Fig. 1: selected gate families
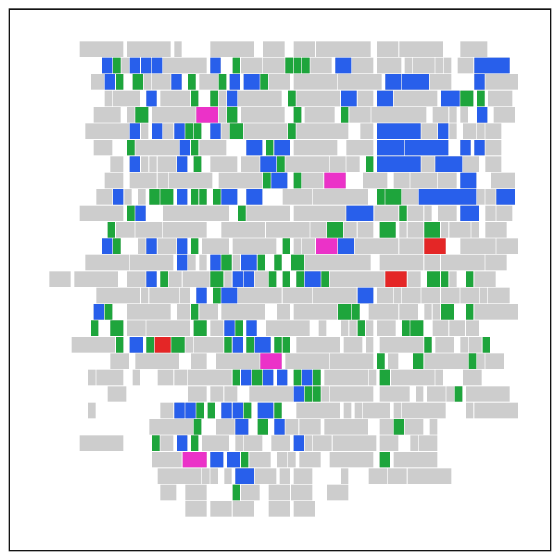
Fig. 2: track usage over the die
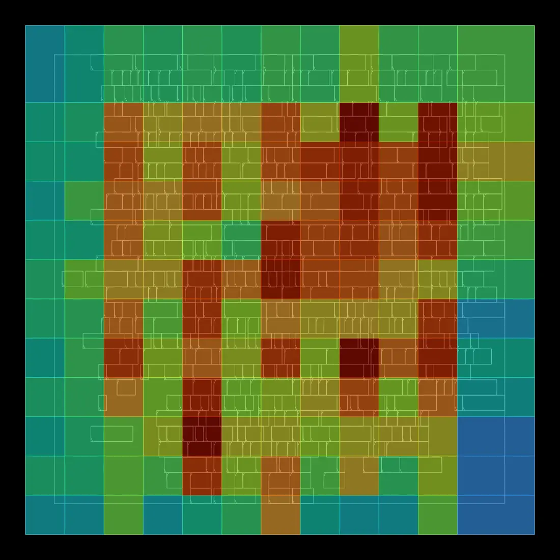
Fig. 3: the metal 4 layer
Bar = 20 um.
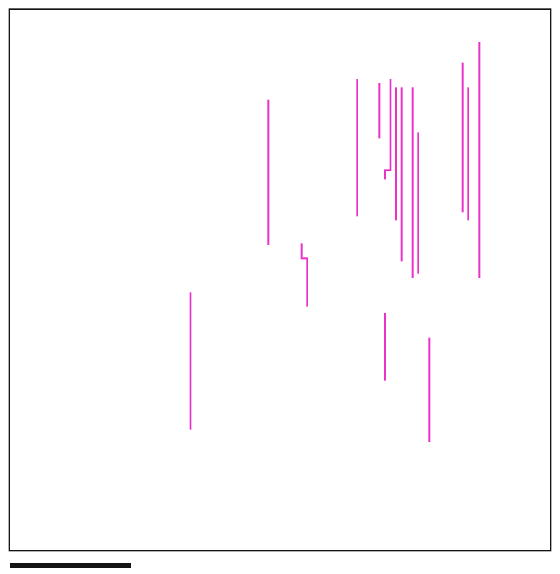
Fig. 4: signal wires by layer
Only two layers are drawn.
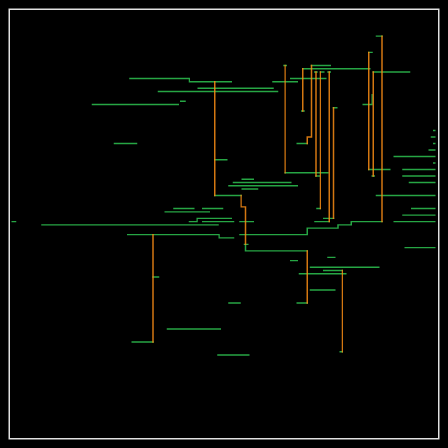
`src/rtl/bcd_display_register.sv`:
```
// Bus output register: sequential double-dabble BCD conversion feeding a multiplexed,
// active-low common-anode 7-segment display. Define LEADING_ZERO_BLANK_EN to blank leading zeros.
module bcd_display_register #(
    parameter int DATA_WIDTH  = 8,
    parameter int DIGITS      = 4,
    parameter int REFRESH_DIV = 100000
) (
    input  logic                   clk,
    input  logic                   clear_n,
    input  logic                   load,
    input  logic [DATA_WIDTH-1:0]  bus,
    input  logic                   signed_mode,
    output logic                   busy,
    output logic [4*DIGITS-1:0]    bcd_out,
    output logic                   negative,
    output logic [6:0]             segments,
    output logic [DIGITS-1:0]      anodes
);

    localparam int BW = 4 * DIGITS;
    localparam int CW = $clog2(DATA_WIDTH + 1);
    localparam int PW = $clog2(REFRESH_DIV);
    localparam int IW = $clog2(DIGITS);

    localparam logic [6:0] SEG_MINUS = 7'b0111111;
    localparam logic [6:0] SEG_BLANK = 7'b1111111;

    typedef enum logic [1:0] {IDLE, SHIFT, COMMIT} state_t;

    state_t                r_state;
    state_t                w_next;
    logic [DATA_WIDTH-1:0] r_mag;
    logic [BW-1:0]         r_bcd;
    logic [BW-1:0]         w_adj;
    logic [CW-1:0]         r_cnt;
    logic                  r_sign;
    logic [BW-1:0]         r_bcd_out;
    logic                  r_negative;
    logic [PW-1:0]         r_presc;
    logic [IW-1:0]         r_digit;
    logic [3:0]            w_nibble;
    logic                  w_neg_in;

    assign w_neg_in = signed_mode & bus[DATA_WIDTH-1];

    // NOTE: state is updated with <= only; w_next is a pure combinational function of it.
    always_ff @(posedge clk) begin
        if (!clear_n) r_state <= IDLE;
        else          r_state <= w_next;
    end

    // NOTE: w_next gets its default before the case so no path leaves it unassigned (no latch).
    always_comb begin
        w_next = r_state;
        case (r_state)
            IDLE:    w_next = IDLE;
            SHIFT:   if (r_cnt == CW'(DATA_WIDTH - 1)) w_next = COMMIT;
            COMMIT:  w_next = IDLE;
            default: w_next = IDLE;
        endcase
        if (load) w_next = SHIFT;  // a new load aborts whatever is in flight
    end

    assign busy = (r_state != IDLE);

    always_comb begin
        w_adj = r_bcd;
        for (int i = 0; i < DIGITS; i++) begin
            if (r_bcd[4*i +: 4] >= 4'd5) w_adj[4*i +: 4] = r_bcd[4*i +: 4] + 4'd3;
        end
    end

    always_ff @(posedge clk) begin
        if (!clear_n) begin
            r_mag      <= '0;
            r_bcd      <= '0;
            r_cnt      <= '0;
            r_sign     <= 1'b0;
            r_bcd_out  <= '0;
            r_negative <= 1'b0;
        end else if (load) begin
            r_sign <= w_neg_in;
            r_mag  <= w_neg_in ? (~bus + DATA_WIDTH'(1)) : bus;
            r_bcd  <= '0;
            r_cnt  <= '0;
        end else if (r_state == SHIFT) begin
            {r_bcd, r_mag} <= {w_adj, r_mag} << 1;
            r_cnt          <= r_cnt + CW'(1);
        end else if (r_state == COMMIT) begin
            r_bcd_out  <= r_bcd;
            r_negative <= r_sign;
        end
    end

    assign bcd_out  = r_bcd_out;
    assign negative = r_negative;

    always_ff @(posedge clk) begin
        if (!clear_n) begin
            r_presc <= '0;
            r_digit <= '0;
        end else if (r_presc == PW'(REFRESH_DIV - 1)) begin
            r_presc <= '0;
            r_digit <= (r_digit == IW'(DIGITS - 1)) ? '0 : r_digit + IW'(1);
        end else begin
            r_presc <= r_presc + PW'(1);
        end
    end

    always_comb begin
        anodes   = '1;
        w_nibble = 4'd0;
        for (int i = 0; i < DIGITS; i++) begin
            if (r_digit == IW'(i)) begin
                anodes[i] = 1'b0;
                w_nibble  = r_bcd_out[4*i +: 4];
            end
        end
    end

`ifdef LEADING_ZERO_BLANK_EN
    logic [IW-1:0] w_msd;

    always_comb begin
        w_msd = '0;
        for (int i = 1; i < DIGITS; i++) begin
            if (r_bcd_out[4*i +: 4] != 4'd0) w_msd = IW'(i);
        end
    end
`endif

    always_comb begin
        case (w_nibble)
            4'd0:    segments = 7'b1000000;
            4'd1:    segments = 7'b1111001;
            4'd2:    segments = 7'b0100100;
            4'd3:    segments = 7'b0110000;
            4'd4:    segments = 7'b0011001;
            4'd5:    segments = 7'b0010010;
            4'd6:    segments = 7'b0000010;
            4'd7:    segments = 7'b1111000;
            4'd8:    segments = 7'b0000000;
            4'd9:    segments = 7'b0010000;
            default: segments = SEG_BLANK;
        endcase
`ifdef LEADING_ZERO_BLANK_EN
        if (r_digit > w_msd) segments = SEG_BLANK;
`endif
        if (r_negative && r_digit == IW'(DIGITS - 1)) segments = SEG_MINUS;
    end

endmodule

```
`config.mk`:
```
export PLATFORM = sky130hd
export DESIGN_NAME = bcd_display_register
export DESIGN_NICKNAME = d
export VERILOG_FILES = /design/src/rtl/bcd_display_register.sv
export SDC_FILE = /design/constraint.sdc
export NUM_CORES = 1
export LEC_CHECK = 0
export CORE_MARGIN = 5
export CORE_UTILIZATION = 55
export DETAILED_ROUTE_END_ITERATION = 7
export GPL_ROUTABILITY_DRIVEN = 1
export PLACE_DENSITY = 0.88
export RECOVER_POWER = 25
export SLEW_MARGIN = 10
export SYNTH_ARGS = -nofsm -noshare
export SYNTH_HDL_FRONTEND = slang
export SYNTH_SLANG_ARGS = --single-unit
```
`constraint.sdc`:
```
create_clock -name clk -period 3.2 [get_ports clk]
set_input_delay 0.96 -clock clk [delete_from_list [all_inputs] [get_ports clk]]
set_output_delay 0.96 -clock clk [all_outputs]
set_load 0.02 [all_outputs]
```
==> results_slide.txt <==
Flow Results at a Glance

Critical path
  – Worst-path cell chain: inv_4 > ha_4 > a211oi_2 > a221o_1 > inv_2 > ha_2 > inv_1 > o21ai_2 > o311ai_2 > buf_4
  – CP Max Fanout: 8
  – Critical-path cell with the highest stage delay: dfxtp_4
  – CP endpoint kind: primary output
  – Crit Path Class: flop to primary output
  – Crit path DAT: 2.43 ns
  – Max incr delay on CP: 0.41 ns

Logic synthesis
  – Cell Type Count: 43
  – Post-synthesis instance total: 440
  – Synth Register Bits: 67
  – Synth Seq Share: 38.6%
  – Top cells by count: 80 x nand2_1, 67 x dfxtp_1, 44 x nor2_1, 35 x a21oi_1, 24 x inv_1
  – Synth Cell Area: 3470 um^2
  – Fraction of synthesis flops using an asynchronous set or reset pin: 0%
  – Main flop type: dfxtp_1
  – Yosys Instances: 440
  – Syn_area_per_cell: 7.89 um^2

Status
  – Failing checks: negative setup slack
  – Status: finished with violations

Clock network
  – CTS Buf Count: 9
  – Worst skew pair latency: 0.35 ns
  – Hold-fix buffers, CTS: 0
  – CTS Sinks: 67
  – H-tree depth: 3
  – Root Driver: clkbuf_8
  – CTS tree: done

Placement
  – Count of buffers from port buffering: 40

Detailed routing
  – Drt initial violations: 219
  – Top Layer Used: met4
  – WL met2: 4640 um
  – Antenna Nets Post-Route: 0

Floorplan
  – Die H: 89.4 um
  – Die ar.: 8000 um^2
  – Core box area: 6240 um^2
  – Die width: 89.4 um

Layout
  – Area growth from synthesis to layout: 27.5%
  – Antenna diode count: 0
  – Final instance area: 4420 um^2
  – Total Nets Final: 520

Power and ir drop
  – Combinational power share: 5.6%
  – Final Power: 1750 uW
  – Flop pwr share: 48.7%
  – Clk. pwr: 801 uW
  – Leakage power: 0.00164 uW
  – Comb group: 98.9 uW

Final timing
  – Final setup margin: -0.190 ns
  – Final Max Slew Viols: 0
  – Worst-Margin Slew: 1.02 ns
  – Setup violators final: 5
  – Fin crit share: 106%
  – Fmax achieved: 295 MHz

Run
  – Maxcap violations: 0

Global routing
  – First-pass GRT wire length: 14,000 um
  – GR Overflow Total: 0
Notes on Fig. 1 above:
red -> AND-OR and OR-AND gates  # cells 3
blue -> inverting AOI/OAI gates  # cells 86
green -> NAND gates  # cells 107
magenta -> multiplexers  # cells 5
most frequent logic cell in the layout: nand2_1
Cell Count, Final, Fillers Out: 574
combinational share of cell area: 47.6%

Notes on Fig. 2 above:
drt wl/cell: 15.9 um
gr usage total: 22.7%
fin util: 70.9%
GRT met1 Usage: 27.3%
GR Util met2: 38.2%

Notes on Fig. 3 above:
share of all routed wire = 3.5%
nets with wire on the layer = 12
DR vias: 3,252
total wire length: 9140 um

Notes on Fig. 4 above:
orange -> metal 4  # wire length 324 um
green -> metal 3  # wire length 468 um

[final timing paths]
kind	slack (ns)	end	cells after the start	startpoint
setup / recovery	-0.19	segments[3]	10	r_digit[0]
hold / removal	0.44	r_state[1]	1	r_cnt[3]
setup reg to reg	0.72	r_presc[15]	5	r_presc[5]
hold reg to reg	0.44	r_state[1]	1	r_cnt[3]
[cell families after synthesis]
kind of cell / after synthesis / share of synthesized area, %
xor+xnor: 31 / 7.82
simple gates: 188 / 25.1
fa+ha+maj: 16 / 5.77
compound gates: 89 / 15.8
buf+inv: 44 / 5.48
flops: 67 / 38.6
mux: 5 / 1.48
[per-stage QoR]
step                worst slack, ns  hold slack (ns)
finish                       -0.190            0.442
global route                 -0.239            0.480
CTS                         -0.0663            0.451
detailed placement           -0.238            0.441
global placement             -0.113            0.410
floorplan                  0.000840            0.399
[per-layer routing]
layer,GRT usage [%],vias up
met1,27.3,1545
met4,10.0,0
met3,5.53,32
met5,0,-
met2,38.2,104
li1,-,1571
[cell type report]
cell class / count / area, um^2
repair buffers: 61 / 554
flip-flops and latches: 67 / 1350
inverters: 24 / 95.1
clock inverters: 7 / 101
multi-input cells: 329 / 2100
clock buffers: 9 / 124
well taps: 77 / 96.3
fillers: 424 / 1820
[flip-flops by register name, summed over array words and instances, names as in the netlist]
register	flops
r_mag	8
r_state	2
r_sign	1
bcd_out	16
negative	1
r_digit	2
r_bcd	16
r_presc	17
r_cnt	4
[worst register-to-register path, stage by stage (launching register included)]
cell,delay (ns)
dfxtp_1,0.36
or4_1,0.50
or3_1,0.34
nor3_1,0.44
nand2b_1,0.59
nor2_1,0.12
[timing repair]
item / CTS / global route
resized: 53 / 33
gates cloned: 0 / 0
pin swaps: 2 / 9
endpoints found under the setup margin: 7 / 7
setup buffers: 1 / 3
Power is estimated from default activity; no workload was simulated.
